File: config.mk
export PLATFORM = sky130hd
export DESIGN_NAME = bias_acc_ctrl_flat
export DESIGN_NICKNAME = d
export VERILOG_FILES = /design/src/rtl/bias_acc_ctrl_pkg.sv /design/src/rtl/bias_acc_ctrl_if.sv /design/src/rtl/bias_acc_ctrl_tag.sv /design/src/rtl/bias_acc_ctrl.sv /design/src/flat_wrapper.sv
export SDC_FILE = /design/constraint.sdc
export NUM_CORES = 1
export LEC_CHECK = 0
export CAP_MARGIN = 5
export CORE_UTILIZATION = 57
export DETAILED_ROUTE_END_ITERATION = 8
export PLACE_DENSITY = 0.8
export SETUP_SLACK_MARGIN = 0.5
export SYNTH_ARGS = -nofsm -noshare
export SYNTH_HDL_FRONTEND = slang
export SYNTH_SLANG_ARGS = --single-unit
File: constraint.sdc
create_clock -name clk -period 4.1 [get_ports clk]
set_input_delay 0.615 -clock clk [delete_from_list [all_inputs] [get_ports clk]]
set_output_delay 0.615 -clock clk [all_outputs]
set_load 0.01 [all_outputs]
File: src/rtl/bias_acc_ctrl_pkg.sv
// bias_acc_ctrl_pkg: shared FSM encodings, adder latency default and tag record layout.
`ifndef IMG_DATA_W
`define IMG_DATA_W 8
`endif
package bias_acc_ctrl_pkg;
  localparam int IMG_DW = `IMG_DATA_W;
  localparam int ACC_LAT_DEF = 2;
  typedef enum logic [1:0] {
    S_IDLE  = 2'd0,
    S_RUN   = 2'd1,
    S_DRAIN = 2'd2,
    S_DONE  = 2'd3
  } state_e;
  // tag record {ch, last_pix, last_ch}; the valid bit travels alongside it
  localparam int TAG_LC = 0;
  localparam int TAG_LP = 1;
  localparam int TAG_CH = 2;
  function automatic int tag_w(input int ch_w);
    return ch_w + TAG_CH;
  endfunction
endpackage

File: src/rtl/bias_acc_ctrl_if.sv
// bias_acc_ctrl_if: partial-sum, accumulator and result signals of the bias-add stage.
interface bias_acc_ctrl_if #(
  parameter int DATA_W = bias_acc_ctrl_pkg::IMG_DW,
  parameter int NUM_CH = 16
);
  logic                      ps_valid;
  logic                      ps_ready;
  logic [2*DATA_W-1:0]       ps_data;
  logic                      acc_ena;
  logic [2*DATA_W-1:0]       acc_data;
  logic [DATA_W-1:0]         acc_bias;
  logic [DATA_W-1:0]         acc_out;
  logic                      res_valid;
  logic [DATA_W-1:0]         res_data;
  logic [$clog2(NUM_CH)-1:0] res_ch;
  logic                      ch_done;
  logic                      layer_done;
  modport master (
    input  ps_valid, ps_data, acc_out,
    output ps_ready, acc_ena, acc_data, acc_bias, res_valid, res_data, res_ch, ch_done, layer_done
  );
  modport slave (
    output ps_valid, ps_data, acc_out,
    input  ps_ready, acc_ena, acc_data, acc_bias, res_valid, res_data, res_ch, ch_done, layer_done
  );
endinterface

File: src/rtl/bias_acc_ctrl_tag.sv
// bias_tag_pipe: ACC_LAT-deep valid/tag shift register with an empty flag.
module bias_tag_pipe
  import bias_acc_ctrl_pkg::*;
#(
  parameter int ACC_LAT = ACC_LAT_DEF,
  parameter int W       = 6
) (
  input  logic         clk,
  input  logic         rst_n,
  input  logic         v_i,
  input  logic [W-1:0] tag_i,
  output logic         v_o,
  output logic [W-1:0] tag_o,
  output logic         empty_o
);
  logic [ACC_LAT-1:0]        v_q;
  logic [ACC_LAT-1:0][W-1:0] t_q;
  logic [ACC_LAT:0]          v_in;
  logic [ACC_LAT:0][W-1:0]   t_in;
  assign v_in = {v_q, v_i};
  assign t_in = {t_q, tag_i};
  always_ff @(posedge clk or negedge rst_n)
    if (!rst_n) begin
      v_q <= '0;
      t_q <= '0;
    end else begin
      v_q <= v_in[ACC_LAT-1:0];
      t_q <= t_in[ACC_LAT-1:0];
    end
  assign v_o     = v_q[ACC_LAT-1];
  assign tag_o   = t_q[ACC_LAT-1];
  assign empty_o = ~|v_q;
endmodule

File: src/rtl/bias_acc_ctrl.sv
// bias_acc_ctrl: sequences bias-add accumulation per channel/pixel and tags results.
// Optional BIAS_ACC_CTRL_RELU_EN clamps negative results to zero.
module bias_acc_ctrl
  import bias_acc_ctrl_pkg::*;
#(
  parameter int DATA_W  = IMG_DW,
  parameter int NUM_CH  = 16,
  parameter int PIX_W   = 16,
  parameter int ACC_LAT = ACC_LAT_DEF
) (
  input  logic                        clk,
  input  logic                        rst_n,
  input  logic                        bias_we,
  input  logic [$clog2(NUM_CH)-1:0]   bias_addr,
  input  logic [DATA_W-1:0]           bias_wdata,
  input  logic                        start,
  input  logic [$clog2(NUM_CH):0]     cfg_num_ch,
  input  logic [PIX_W-1:0]            cfg_num_pix,
  output logic                        busy,
  bias_acc_ctrl_if.master             bus
);
  localparam int CH_W = $clog2(NUM_CH);
  localparam int TW   = tag_w(CH_W);
  state_e                        state_q;
  logic [CH_W:0]                 num_ch_q;
  logic [PIX_W-1:0]              num_pix_q, pix_q, pix_d;
  logic [CH_W-1:0]               ch_q, ch_d;
  logic [NUM_CH-1:0][DATA_W-1:0] bias_q;
  logic                          ena_q, zdone_q;
  logic [2*DATA_W-1:0]           data_q;
  logic [DATA_W-1:0]             abias_q;
  logic [TW-1:0]                 tag_q, pipe_tag;
  logic                          xfer, last_pix, last_ch, pipe_v, pipe_empty;
  assign xfer     = bus.ps_valid && state_q == S_RUN;
  assign last_pix = pix_q == num_pix_q - PIX_W'(1);
  assign last_ch  = {1'b0, ch_q} == num_ch_q - (CH_W+1)'(1);
  always_comb begin
    pix_d = last_pix ? '0 : pix_q + PIX_W'(1);
    ch_d  = last_pix ? ch_q + CH_W'(1) : ch_q;
  end
  always_ff @(posedge clk or negedge rst_n)
    if (!rst_n) begin
      state_q   <= S_IDLE;
      num_ch_q  <= '0;
      num_pix_q <= '0;
      pix_q     <= '0;
      ch_q      <= '0;
      bias_q    <= '0;
      ena_q     <= 1'b0;
      zdone_q   <= 1'b0;
      data_q    <= '0;
      abias_q   <= '0;
      tag_q     <= '0;
    end else begin
      ena_q   <= xfer;
      zdone_q <= state_q == S_DONE && (num_ch_q == '0 || num_pix_q == '0);
      if (xfer) begin
        data_q  <= bus.ps_data;
        abias_q <= bias_q[ch_q];
        tag_q   <= {ch_q, last_pix, last_ch};
        pix_q   <= pix_d;
        ch_q    <= ch_d;
      end
      case (state_q)
        S_IDLE: begin
          if (bias_we) bias_q[bias_addr] <= bias_wdata;
          if (start) begin
            num_ch_q  <= cfg_num_ch;
            num_pix_q <= cfg_num_pix;
            ch_q      <= '0;
            pix_q     <= '0;
            state_q   <= (cfg_num_ch == '0 || cfg_num_pix == '0) ? S_DONE : S_RUN;
          end
        end
        S_RUN:   if (xfer && last_pix && last_ch) state_q <= S_DRAIN;
        // the acc_ena stage still holds the final item for one cycle after RUN ends
        S_DRAIN: if (pipe_empty && !ena_q) state_q <= S_DONE;
        default: state_q <= S_IDLE;
      endcase
    end
  bias_tag_pipe #(.ACC_LAT(ACC_LAT), .W(TW)) u_pipe (
    .clk     (clk),
    .rst_n   (rst_n),
    .v_i     (ena_q),
    .tag_i   (tag_q),
    .v_o     (pipe_v),
    .tag_o   (pipe_tag),
    .empty_o (pipe_empty)
  );
  assign busy           = state_q != S_IDLE;
  assign bus.ps_ready   = state_q == S_RUN;
  assign bus.acc_ena    = ena_q;
  assign bus.acc_data   = data_q;
  assign bus.acc_bias   = abias_q;
  assign bus.res_valid  = pipe_v;
  assign bus.res_ch     = pipe_tag[TW-1:TAG_CH];
  assign bus.ch_done    = pipe_v & pipe_tag[TAG_LP];
  assign bus.layer_done = (pipe_v & pipe_tag[TAG_LP] & pipe_tag[TAG_LC]) | zdone_q;
`ifdef BIAS_ACC_CTRL_RELU_EN
  assign bus.res_data = bus.acc_out[DATA_W-1] ? '0 : bus.acc_out;
`else
  assign bus.res_data = bus.acc_out;
`endif
endmodule

File: src/flat_wrapper.sv
// flat-port wrapper written by rule: the top's interface ports become plain ports
module bias_acc_ctrl_flat import bias_acc_ctrl_pkg::*;
#(
  parameter int DATA_W  = IMG_DW,
  parameter int NUM_CH  = 16,
  parameter int PIX_W   = 16,
  parameter int ACC_LAT = ACC_LAT_DEF
)
  (clk, rst_n, bias_we, bias_addr, bias_wdata, start, cfg_num_ch, cfg_num_pix, busy, bus_ps_valid, bus_ps_data, bus_acc_out, bus_ps_ready, bus_acc_ena, bus_acc_data, bus_acc_bias, bus_res_valid, bus_res_data, bus_res_ch, bus_ch_done, bus_layer_done);
  bias_acc_ctrl_if #(.DATA_W(DATA_W), .NUM_CH(NUM_CH)) bus_i ();
  input  logic clk;
  input  logic rst_n;
  input  logic bias_we;
  input  logic [$clog2(NUM_CH)-1:0] bias_addr;
  input  logic [DATA_W-1:0] bias_wdata;
  input  logic start;
  input  logic [$clog2(NUM_CH):0] cfg_num_ch;
  input  logic [PIX_W-1:0] cfg_num_pix;
  output logic busy;
  input wire logic [$bits(bus_i.ps_valid)-1:0] bus_ps_valid;
  input wire logic [$bits(bus_i.ps_data)-1:0] bus_ps_data;
  input wire logic [$bits(bus_i.acc_out)-1:0] bus_acc_out;
  output wire logic [$bits(bus_i.ps_ready)-1:0] bus_ps_ready;
  output wire logic [$bits(bus_i.acc_ena)-1:0] bus_acc_ena;
  output wire logic [$bits(bus_i.acc_data)-1:0] bus_acc_data;
  output wire logic [$bits(bus_i.acc_bias)-1:0] bus_acc_bias;
  output wire logic [$bits(bus_i.res_valid)-1:0] bus_res_valid;
  output wire logic [$bits(bus_i.res_data)-1:0] bus_res_data;
  output wire logic [$bits(bus_i.res_ch)-1:0] bus_res_ch;
  output wire logic [$bits(bus_i.ch_done)-1:0] bus_ch_done;
  output wire logic [$bits(bus_i.layer_done)-1:0] bus_layer_done;
  assign bus_i.ps_valid = bus_ps_valid;
  assign bus_i.ps_data = bus_ps_data;
  assign bus_i.acc_out = bus_acc_out;
  assign bus_ps_ready = bus_i.ps_ready;
  assign bus_acc_ena = bus_i.acc_ena;
  assign bus_acc_data = bus_i.acc_data;
  assign bus_acc_bias = bus_i.acc_bias;
  assign bus_res_valid = bus_i.res_valid;
  assign bus_res_data = bus_i.res_data;
  assign bus_res_ch = bus_i.res_ch;
  assign bus_ch_done = bus_i.ch_done;
  assign bus_layer_done = bus_i.layer_done;
  bias_acc_ctrl #(.DATA_W(DATA_W), .NUM_CH(NUM_CH), .PIX_W(PIX_W), .ACC_LAT(ACC_LAT)) u_core (.clk(clk), .rst_n(rst_n), .bias_we(bias_we), .bias_addr(bias_addr), .bias_wdata(bias_wdata), .start(start), .cfg_num_ch(cfg_num_ch), .cfg_num_pix(cfg_num_pix), .busy(busy), .bus(bus_i));
endmodule
**Run 1: placed cells, one color a class**

The bar under the picture is 50 um long.
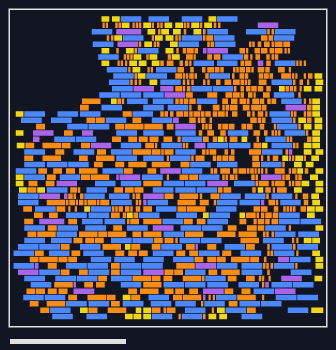
orange -> remaining logic cells  # cells 567, share of their area 38%
yellow -> remaining buffers and delay cells  # cells 101, share of their area 8.4%
purple -> clock drivers and dummy loads  # cells 44, share of their area 6.8%
blue -> registers  # cells 217, share of their area 46%
summed area of non-filler cells in the final layout: 12000 um2
end-of-flow core utilization: 0.689

**Run 1: gate-type map**

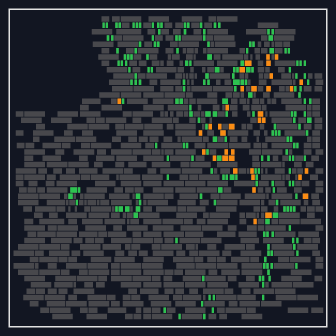
green -> nand cells  # cells 196
orange -> aoi and oai cells  # cells 36
final standard cell count with taps included and fillers excluded: 1154
multi-input combinational area share: 0.372
most frequent logic cell in the layout: sky130_fd_sc_hd__dfrtp_1

==> reports/metrics.yaml, run 1 <==
crit_end: "u_core.state_q[1]$_DFFE_PN0P_"
dp.cells: 1110
routed_via_density: 5.86
regToRegEndpoint: "u_core.state_q[1]$_DFFE_PN0P_"
clock-root-buffer: "sky130_fd_sc_hd__clkbuf_16"
layout-drive-gt1-share: 0.248
register_share_after_synthesis: 0.532
drt-wirelength-per-cell_um: 19.6
path_class: "reg -> reg"
setup_total_negative_slack_ns: 0
synth.cellmix.xorXnorShare: 0.0292
detailedRoute.firstPassIterationCount: 5
yosys.cell_types.count: 52
ys.warnings.count: 0
fillCellCount: 1217
timing_worst_slew_pin_value_ns: 0.908
timing.final.max_slew_violations: 0
postSynthAreaPerCell_um2: 12.1
final_weighted_congestion_of_routability_driven_global_placement: 0.910
top_cell_area_share: 0.532
placed_cell_area_um2: 11200
design_power_total_mw: 8.05
post-cts-setup-buffer-count: 0
maxCapViolations: 0
layout-area-overhead-vs-synth_pct: 17.5
die_y_um: 136
syn_inst: 840
adder_share: 0.0110
synth_top_flop_cell: "sky130_fd_sc_hd__dfrtp_1"
io_pins: 104
worst-r2r-cell-count: 9
chipWidth_um: 136
num_antenna_cells: 0
synth-edff-count: 0
grt_remaining_overflow: 0
cts_htree_levels: 1
worstReg2RegStart: "u_core.num_pix_q[0]$_DFFE_PN0P_"
clock-skew-final_ns: 0.0109
cts_num_sinks: 217
vias: 6757
cts-resized-gates: 0
cellPowerDensity_nw_per_um2: 671
start_kind: "flip-flop"
power.static_leakage_nw: 5.40
area_of_the_mapped_netlist_um2: 10200
synth-cells-yosys: 840
pre_cts_ws_ns: 0.796
timing.hold.worst.class: "in -> async"
cts-root-to-sink-buffers: 3
routed_wirelength_um: 22700
run_status: "complete, no violations"
synth.yosys.chip_area_um2: 10200
place.port_buffers: 87
yosys.area.top_type: "sky130_fd_sc_hd__dfrtp_1"
worst_ep_required_time_ns: 4.49
ys_sh_aoi: 0.0314
cp_data_arrival_time_ns: 3.72
postCtsHoldBufs: 0
antenna_found_initial: 0
synth.net_count: 911
largest_register: "u_core.bias_q"
timing.max_slew.rel_slack: 0.379
setup.worst_path.start: "u_core.num_pix_q[0]$_DFFE_PN0P_"
grt_first_pass_wirelength_um: 36700
fin_hold_ws_ns: 0.160
timing.final.ws_setup_ns: 0.766
max_ffs_per_register: 128
antenna_violating_nets_post_route: 0
fin_nets: 982
**Run 1: routed clock nets over the placement**

The bar under the picture is 50 um long.
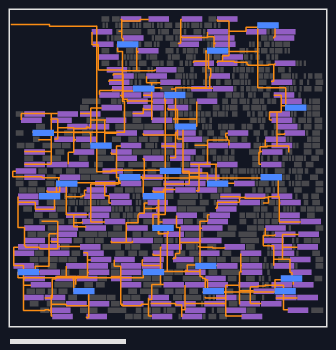
purple -> flip-flops  # count 217
orange -> clock wires  # length 2530 um
blue -> clock-net drivers  # count 24
flops lie = widely spread
routed clock nets = 25

-- run 1: synthesized netlist by cell type (all sizes together) (7+ instances only) --
| cell type | count |
|---|---|
| a21oi | 10 |
| buf | 20 |
| clkbuf | 36 |
| dfrtp | 217 |
| ha | 9 |
| inv | 12 |
| mux2 | 128 |
| mux4 | 40 |
| nand2 | 165 |
| nand2b | 9 |
| nand3 | 7 |
| nand4 | 10 |
| nor2 | 26 |
| nor3 | 28 |
| nor4 | 13 |
| o21ai | 13 |
| xnor2 | 14 |
| xor2 | 20 |
-- run 1: area by class of cell --
type,instances,area (um2),share of cell area
repair buffers,101,981,0.0818
clock buffers,31,657,0.0548
flip-flops and latches,217,5430,0.453
well taps,225,282,0.0235
clock inverters,13,135,0.0113
multi-input cells,554,4460,0.372
inverters,13,48.8,0.00407
-- run 1: worst max-delay path: stages, from the launching register on --
cell	delay [ns]
sky130_fd_sc_hd__dfrtp_1	0.41
sky130_fd_sc_hd__inv_1	0.09
sky130_fd_sc_hd__ha_1	0.21
sky130_fd_sc_hd__or4b_1	0.52
sky130_fd_sc_hd__o31a_1	0.27
sky130_fd_sc_hd__nor4_2	0.30
sky130_fd_sc_hd__o211ai_1	0.16
sky130_fd_sc_hd__or4_1	0.56
sky130_fd_sc_hd__o31a_1	0.35
sky130_fd_sc_hd__a221o_1	0.35
-- run 1: per-layer routing --
metal / track usage / routed length [um]
met5: 0 / 0
met4: 0.0755 / 421
met3: 0.0415 / 1240
met2: 0.417 / 11000
met1: 0.367 / 10000
-- run 1: report_power, final --
part	internal (mW)	total (mW)	switching (mW)
clock network	1.26	2.12	0.852
registers	2.98	3.53	0.555
logic	1.33	2.40	1.07
total	5.57	8.05	2.48
**Run 1: cell placement**

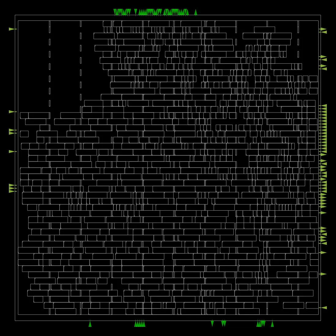

==> inputs of run 2 (changes only) <==
CORE_UTILIZATION = 52   (was 57)
PLACE_DENSITY = 0.77   (was 0.8)
clock period = 3.05 ns   (was 4.1 ns; I/O delays follow)
**Run 2: cell placement**

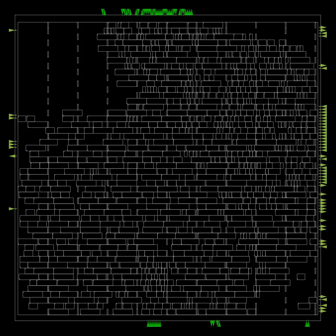
final standard cell count with taps included and fillers excluded: 1215
placeable core region: 19000 um2

==> run 2 against run 1 <==
  * Synthesized cell count unchanged
  * Die area rose by 9.5%
  * Setup slack got worse by 0.64 ns
  * Sequential cell count stayed put
  * Combinational power grew 43%
  * Wire length grew 3.3%
  * Critical path type unchanged
  * Largest power group unchanged
==> reports/metrics.yaml, run 2 <==
run_status: "complete, no violations"
critical_path_buf_inv_count: 1  # unchanged
cp_max_fo: 2
io_pins: 104  # unchanged
vdd_drop_max_mv: 0.747
cellPowerDensity_nw_per_um2: 893  # +33%
worst_ep_required_time_ns: 3.44  # -1.05 ns
ys_sh_aoi: 0.0314  # unchanged
switching_share: 0.301  # -0.00661
synth_top_flop_cell: "sky130_fd_sc_hd__dfrtp_1"
setup_total_negative_slack_ns: 0  # unchanged
register_share_after_synthesis: 0.532  # unchanged
warning_count: 33
grt_usage: 0.242
place.port_buffers: 87  # unchanged
syn_inst: 840  # unchanged
final_layout_top_logic_cell: "sky130_fd_sc_hd__dfrtp_1"
timing.final.max_slew_violations: 0  # unchanged
cts-root-to-sink-buffers: 3  # unchanged
crit_top_cell: "sky130_fd_sc_hd__o31a_1"
list_of_most_frequent_post_synthesis_cells: "sky130_fd_sc_hd__dfrtp_1, sky130_fd_sc_hd__nand2_1, sky130_fd_sc_hd__mux2_2"
regToRegEndpoint: "u_core.state_q[1]$_DFFE_PN0P_"
critPathMaxStageDelay_ns: 0.46  # -0.10 ns
fin_nets: 1010  # +2.9%
synth.yosys.chip_area_um2: 10200  # unchanged
power_frac_comb: 0.308  # +0.010
area_of_the_mapped_netlist_um2: 10200  # unchanged
final_weighted_congestion_of_routability_driven_global_placement: 0.887  # -2.5%
chipWidth_um: 142  # +4.6%
synth.cellmix.xorXnorShare: 0.0292  # unchanged
remaining_routing_drc_violations: 0
pwr-share-seq: 0.424  # -0.015
worstHoldStart: "u_core.u_pipe.t_in[6]$_DFF_PN0_"
hold_depth: 0
rrSetupSlack_ns: 0.13
routed_via_density: 5.65  # -3.5%
final.min_clock_period_ns: 2.92
largest_register: "u_core.bias_q"
maximum_number_of_pins_on_one_net_before_global_route_repair: 75
cts_tree: "done"
cts_inserted_buffers: 24
antenna_found_initial: 0  # unchanged
final_design_area_no_fill_um2: 12500  # +4.0%
numSynthFlops: 217
drt-wirelength-per-cell_um: 19.3  # -1.9%
net_switching_mw: 3.36  # +35%
path_class: "reg -> reg"
routed_wirelength_um: 23400  # +3.3%
ys_sh_mux: 0.233
max_ffs_per_register: 128  # unchanged
post-route-period-util: 0.958
detailedRoute.firstPassIterationCount: 4  # -1
ys_async_sr_fraction: 1.00
synth-edff-count: 0  # unchanged
grt_first_pass_wirelength_um: 37600  # +2.5%
cp_data_arrival_time_ns: 3.31  # -0.41 ns
synthSimpleGateAreaFrac: 0.132
die_y_um: 142  # +4.6%
final-setup-viol-count: 0
achievable-frequency_mhz: 342
cpMaxStageDelayCell: "sky130_fd_sc_hd__or4b_4"
detail_route.iter0.violations: 441
layout_top_cells: "sky130_fd_sc_hd__dfrtp_1, sky130_fd_sc_hd__nand2_1, sky130_fd_sc_hd__mux2_2"
grt_pass1_vias: 6958
clock-skew-final_ns: 0.0198  # +0.00885 ns
num_antenna_cells: 0  # unchanged
power.static_leakage_nw: 5.62  # +4.1%
worstReg2RegStart: "u_core.num_pix_q[0]$_DFFE_PN0P_"
ys.warnings.count: 0  # unchanged
setup.worst_path.start: "u_core.num_pix_q[0]$_DFFE_PN0P_"
synth.net_count: 911  # unchanged
synth-cells-yosys: 840  # unchanged
grt_remaining_overflow: 0  # unchanged
synthTopCellsByArea: "sky130_fd_sc_hd__dfrtp_1, sky130_fd_sc_hd__mux2_2, sky130_fd_sc_hd__mux4_2, sky130_fd_sc_hd__nand2_1, sky130_fd_sc_hd__xor2_1"
worst-r2r-cell-count: 9  # unchanged
hold_path_end: "u_core.u_pipe.tag_o[0]$_DFF_PN0_"
start_kind: "flip-flop"
critical_path.top_delay_family: "simple AND/OR/NAND/NOR gates"
adder_share: 0.0110  # unchanged
clock-root-buffer: "sky130_fd_sc_hd__clkbuf_16"
placement_rows: 50
worstPathCellList: "inv_2, ha_4, or4b_4, o31a_1, nor4_2, o211ai_1, or4_4, o31a_1, a221o_1"
cell_internal_pwr_mw: 7.78  # +40%
timing_worst_slew_pin_value_ns: 0.689  # -0.219 ns
yosys.cell_types.count: 52  # unchanged
worst-path-stages: 9  # unchanged
timing.max_slew.rel_slack: 0.540  # +0.161
maxCapViolations: 0  # unchanged
placed_cell_area_um2: 11400  # +2.1%
antenna_violating_nets_post_route: 0  # unchanged
dp_hpwl_um: 15200
yosys.area.top_type: "sky130_fd_sc_hd__dfrtp_1"
cts_htree_levels: 1  # unchanged
vias: 6862  # +1.6%
crit_end: "u_core.state_q[1]$_DFFE_PN0P_"
postSynthAreaPerCell_um2: 12.1  # unchanged
layout-area-overhead-vs-synth_pct: 22.3
layout-drive-gt1-share: 0.292  # +0.0446
grt_setup_unrepaired: "true"
top_cell_area_share: 0.532  # unchanged
finalHoldViolCount: 0
ys_top_logic_family: "multiplexers"
die-area_um2: 20200
effective_utilization_at_floorplan: 0.538
timing.hold.worst.class: "reg -> reg"
top_cell: "sky130_fd_sc_hd__dfrtp_1"
cts_num_sinks: 217  # unchanged
worst_setup_hold_path_clk_slew_ns: 0.06
**Run 2: routed clock nets over the placement**

The bar under the picture is 50 um long.
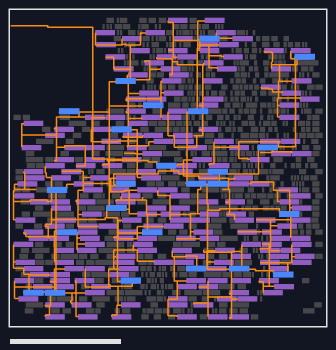
orange -> clock wires  # length 2560 um
purple -> flip-flops  # count 217
blue -> clock-net drivers  # count 24
flops lie = widely spread
routed clock nets = 25
clock latency reported for the late side of the worst-skew pair: 0.51 ns
Clk network pwr share: 0.267
total clock network power: 2.98 mW

run 2: cell type report:
type / instances / area [um2]
inverter: 13 / 48.8
fill: 1379 / 6480
sequential: 217 / 5430
timing repair buffer: 129 / 1240
tap: 260 / 325
multi-input combinational: 554 / 4600
clock inverter: 6 / 86.3
clock buffer: 36 / 747
run 2: per-layer routing:
layer / share of wire / track usage / wire length, um
met5: 0 / 0 / 0
met4: 0.020 / 0.0532 / 472
met3: 0.042 / 0.0323 / 979
met2: 0.49 / 0.400 / 11400
met1: 0.45 / 0.343 / 10600
run 2: metrics by stage:
stage	hold slack [ns]	setup WS, ns	utilization	total power [mW]	cells
6_report	0.347	0.129	0.658	11.1	1215
4_1_cts	0.349	0.133	0.652	11.1	1212
3_3_place_gp	0.332	0.117	0.603	7.84	1163
3_5_place_dp	0.335	0.000470	0.603	8.00	1163
5_1_grt	0.354	0.0473	0.658	11.8	1215
2_1_floorplan	0.162	0.138	-	6.86	840
run 2: what timing repair did:
item,CTS,global route
resized,9,21
buffers inserted,6,2
pin swaps,4,8
endpoints found under the setup margin,23,29
hold buffers,1,0
gates cloned,0,1
hold endpoints to repair,71,0
run 2: power groups by stage:
stage	Combinational, mW	Sequential [mW]	Clock, mW
final	3.43	4.73	2.98
after global routing	3.75	4.87	3.14
after CTS	3.39	4.71	3.04
after detailed placement	3.26	4.74	0
after global placement	3.15	4.69	0
after floorplan	2.28	4.58	0
run 2: logic make-up (layout without fill, tap and decap cells):
logic type	count (synthesis)	after routing
buf+inv	69	184
flops	217	217
xor+xnor	34	34
compound gates	49	49
fa+ha+maj	9	9
mux	172	172
simple gates	290	290
**Run 2: placed cells, one color a class**

The bar under the picture is 50 um long.
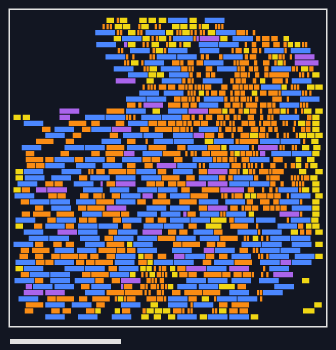

==> inputs of run 3 (changes only) <==
SETUP_SLACK_MARGIN = 0.1   (was 0.5)
**Run 3: placed cells, one color a class**

The bar under the picture is 50 um long.
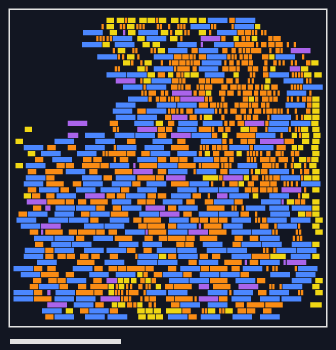
blue -> registers  # cells 217, share of their area 45%
orange -> remaining logic cells  # cells 567, share of their area 38%
yellow -> remaining buffers and delay cells  # cells 127, share of their area 10%
purple -> clock drivers and dummy loads  # cells 42, share of their area 6.4%

==> run 3 against run 2 <==
  * Setup slack got worse by 0.013 ns
  * Global-route usage increased by 0.52 points
  * Cell count down 0.16%
  * Core utilization is 0.61 points lower
  * Register-to-register slack hardly changed
  * Wire length up 0.60%
  * Sequential power about the same
  * Synthesized area did not move
  * Clock-buffer cell count grew 1
==> reports/metrics.yaml, run 3 <==
drt-wirelength-per-cell_um: 19.4  # +0.77%
post-cts-setup-buffer-count: 0  # -6
worst-r2r-cell-count: 9  # unchanged
area_of_the_mapped_netlist_um2: 10200  # unchanged
chipWidth_um: 142  # unchanged
io_pins: 104  # unchanged
power_frac_comb: 0.313  # +0.005
timing.max_slew.rel_slack: 0.573  # +0.0330
postSynthAreaPerCell_um2: 12.1  # unchanged
clock-root-buffer: "sky130_fd_sc_hd__clkbuf_16"
setup_total_negative_slack_ns: 0  # unchanged
synth-edff-count: 0  # unchanged
power.static_leakage_nw: 5.57  # -0.98%
postCtsHoldBufs: 1  # unchanged
grt_setup_unrepaired: "true"
share_clk_of_total_power: 0.258  # -0.009
cpMaxStageDelayCell: "sky130_fd_sc_hd__or4b_4"
grt_pass1_vias: 7098  # +2.0%
synth.net_count: 911  # unchanged
achievable-frequency_mhz: 341  # -0.43%
fin_cells: 1213  # -0.16%
routed_wirelength_um: 23600  # +0.60%
syn_inst: 840  # unchanged
start_kind: "flip-flop"
run_status: "complete, no violations"
synth-cells-yosys: 840  # unchanged
warning_count: 33  # unchanged
placed_cell_area_um2: 11400  # about the same
yosys.area.top_type: "sky130_fd_sc_hd__dfrtp_1"
critical_path.top_delay_family: "simple AND/OR/NAND/NOR gates"
cts-root-to-sink-buffers: 3  # unchanged
ys_async_sr_fraction: 1.00  # unchanged
largest_register: "u_core.bias_q"
grt_first_pass_wirelength_um: 38300  # +1.9%
cts_inserted_buffers: 23  # -4.2%
worstPathCellList: "inv_2, ha_4, or4b_4, o31a_1, nor4_2, o211ai_1, or4_4, o31a_1, a221o_1"
top_cell: "sky130_fd_sc_hd__dfrtp_1"
fillCellCount: 1421  # +3.0%
path_class: "reg -> reg"
worst-path-stages: 9  # unchanged
final_layout_top_logic_cell: "sky130_fd_sc_hd__dfrtp_1"
final_weighted_congestion_of_routability_driven_global_placement: 0.880  # -0.71%
dp.cells: 1165  # +0.17%
fin_nets: 1007  # -0.30%
cts_num_sinks: 217  # unchanged
place.port_buffers: 87  # unchanged
cell_internal_pwr_mw: 7.61  # -2.3%
pwr-share-seq: 0.429  # +0.005
vdd_drop_max_mv: 0.532  # -29%
core_area_um2: 19000  # unchanged
worst_setup_hold_path_clk_slew_ns: 0.06  # about the same
worst_ep_required_time_ns: 3.44  # about the same
cts_htree_levels: 1  # unchanged
final_design_area_no_fill_um2: 12400  # -0.92%
final.min_clock_period_ns: 2.93  # +0.0127 ns
final-setup-viol-count: 0  # unchanged
die-area_um2: 20200  # unchanged
insertion_delay_ns: 0.53  # +0.02 ns
register_share_after_synthesis: 0.532  # unchanged
max_ffs_per_register: 128  # unchanged
placement_rows: 50  # unchanged
cp_data_arrival_time_ns: 3.32  # about the same
post-route-period-util: 0.962  # +0.00417
list_of_most_frequent_post_synthesis_cells: "sky130_fd_sc_hd__dfrtp_1, sky130_fd_sc_hd__nand2_1, sky130_fd_sc_hd__mux2_2"
detailedRoute.firstPassIterationCount: 5  # +1
yosys.cell_types.count: 52  # unchanged
vias: 6921  # +0.86%
maximum_number_of_pins_on_one_net_before_global_route_repair: 80  # +6.7%
layout_top_cells: "sky130_fd_sc_hd__dfrtp_1, sky130_fd_sc_hd__nand2_1, sky130_fd_sc_hd__mux2_2"
timing.final.ws_setup_ns: 0.117  # -0.0127 ns
powerComb_mw: 3.45  # about the same
synthTopCellsByArea: "sky130_fd_sc_hd__dfrtp_1, sky130_fd_sc_hd__mux2_2, sky130_fd_sc_hd__mux4_2, sky130_fd_sc_hd__nand2_1, sky130_fd_sc_hd__xor2_1"
timing.final.max_slew_violations: 0  # unchanged
design_power_total_mw: 11.0  # -1.1%
grt_remaining_overflow: 0  # unchanged
cellPowerDensity_nw_per_um2: 891  # -0.17%
detail_route.iter0.violations: 585  # +33%
fin_hold_ws_ns: 0.347  # +0.000154 ns
pre_cts_ws_ns: 0.0449  # +0.0444 ns
top_cell_area_share: 0.532  # unchanged
routed_via_density: 5.71  # +1.0%
die_y_um: 142  # unchanged
net_switching_mw: 3.41  # +1.6%
synth.yosys.chip_area_um2: 10200  # unchanged
grt_usage: 0.247  # +0.00522
ys.warnings.count: 0  # unchanged
cp_max_fo: 4  # +2
crit_top_cell: "sky130_fd_sc_hd__o31a_1"
dp_hpwl_um: 15500  # +1.9%
timing.hold.worst.class: "reg -> reg"
**Run 3: routed clock nets over the placement**

The bar under the picture is 50 um long.
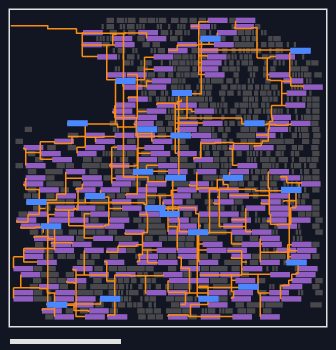
skew final: 0.0258 ns
total clock network power: 2.84 mW

run 3: cells by family (layout without fill, tap and decap cells):
family	Yosys count	count (layout)	share of synthesized area
and+or+nand+nor	290	290	0.132
DFF	217	217	0.532
muxes	172	172	0.233
buffers and inverters	69	182	0.0309
AOI/OAI and AO/OA	49	49	0.0314
xor gates and xnor gates	34	34	0.0292
adders and majority gates	9	9	0.0110
run 3: final timing paths:
kind | start | endpoint | slack [ns]
max | u_core.num_pix_q[1]$_DFFE_PN0P_ | u_core.state_q[1]$_DFFE_PN0P_ | 0.12
max in group asynchronous | rst_n | u_core.num_pix_q[0]$_DFFE_PN0P_ | 1.79
min in group asynchronous | rst_n | u_core.bias_q[11]$_DFFE_PN0P_ | 0.50
min reg2reg | u_core.u_pipe.t_in[9]$_DFF_PN0_ | u_core.u_pipe.tag_o[3]$_DFF_PN0_ | 0.35
max reg2reg | u_core.num_pix_q[1]$_DFFE_PN0P_ | u_core.state_q[1]$_DFFE_PN0P_ | 0.12
min | u_core.u_pipe.t_in[9]$_DFF_PN0_ | u_core.u_pipe.tag_o[3]$_DFF_PN0_ | 0.35
run 3: cell type report:
| cell class | instances | area, um2 | area share |
|---|---|---|---|
| Clock buffer | 37 | 678 | 0.0549 |
| Clock inverter | 5 | 92.6 | 0.00749 |
| Inverter | 13 | 48.8 | 0.00395 |
| Multi-Input combinational cell | 554 | 4560 | 0.369 |
| Sequential cell | 217 | 5430 | 0.439 |
| Tap cell | 260 | 325 | 0.0263 |
| Timing Repair Buffer | 127 | 1230 | 0.0993 |
run 3: layer usage:
metal  share of wire  GRT usage  vias up  wire [um]
li1                -          -     3155          -
met1            0.47      0.357     3548      11000
met2            0.47      0.398      181      11000
met3           0.047     0.0306       37       1120
met4           0.018     0.0628        0        434
met5               0          0        -          0
No activity file was given, so power comes from the tool's default toggle rates.
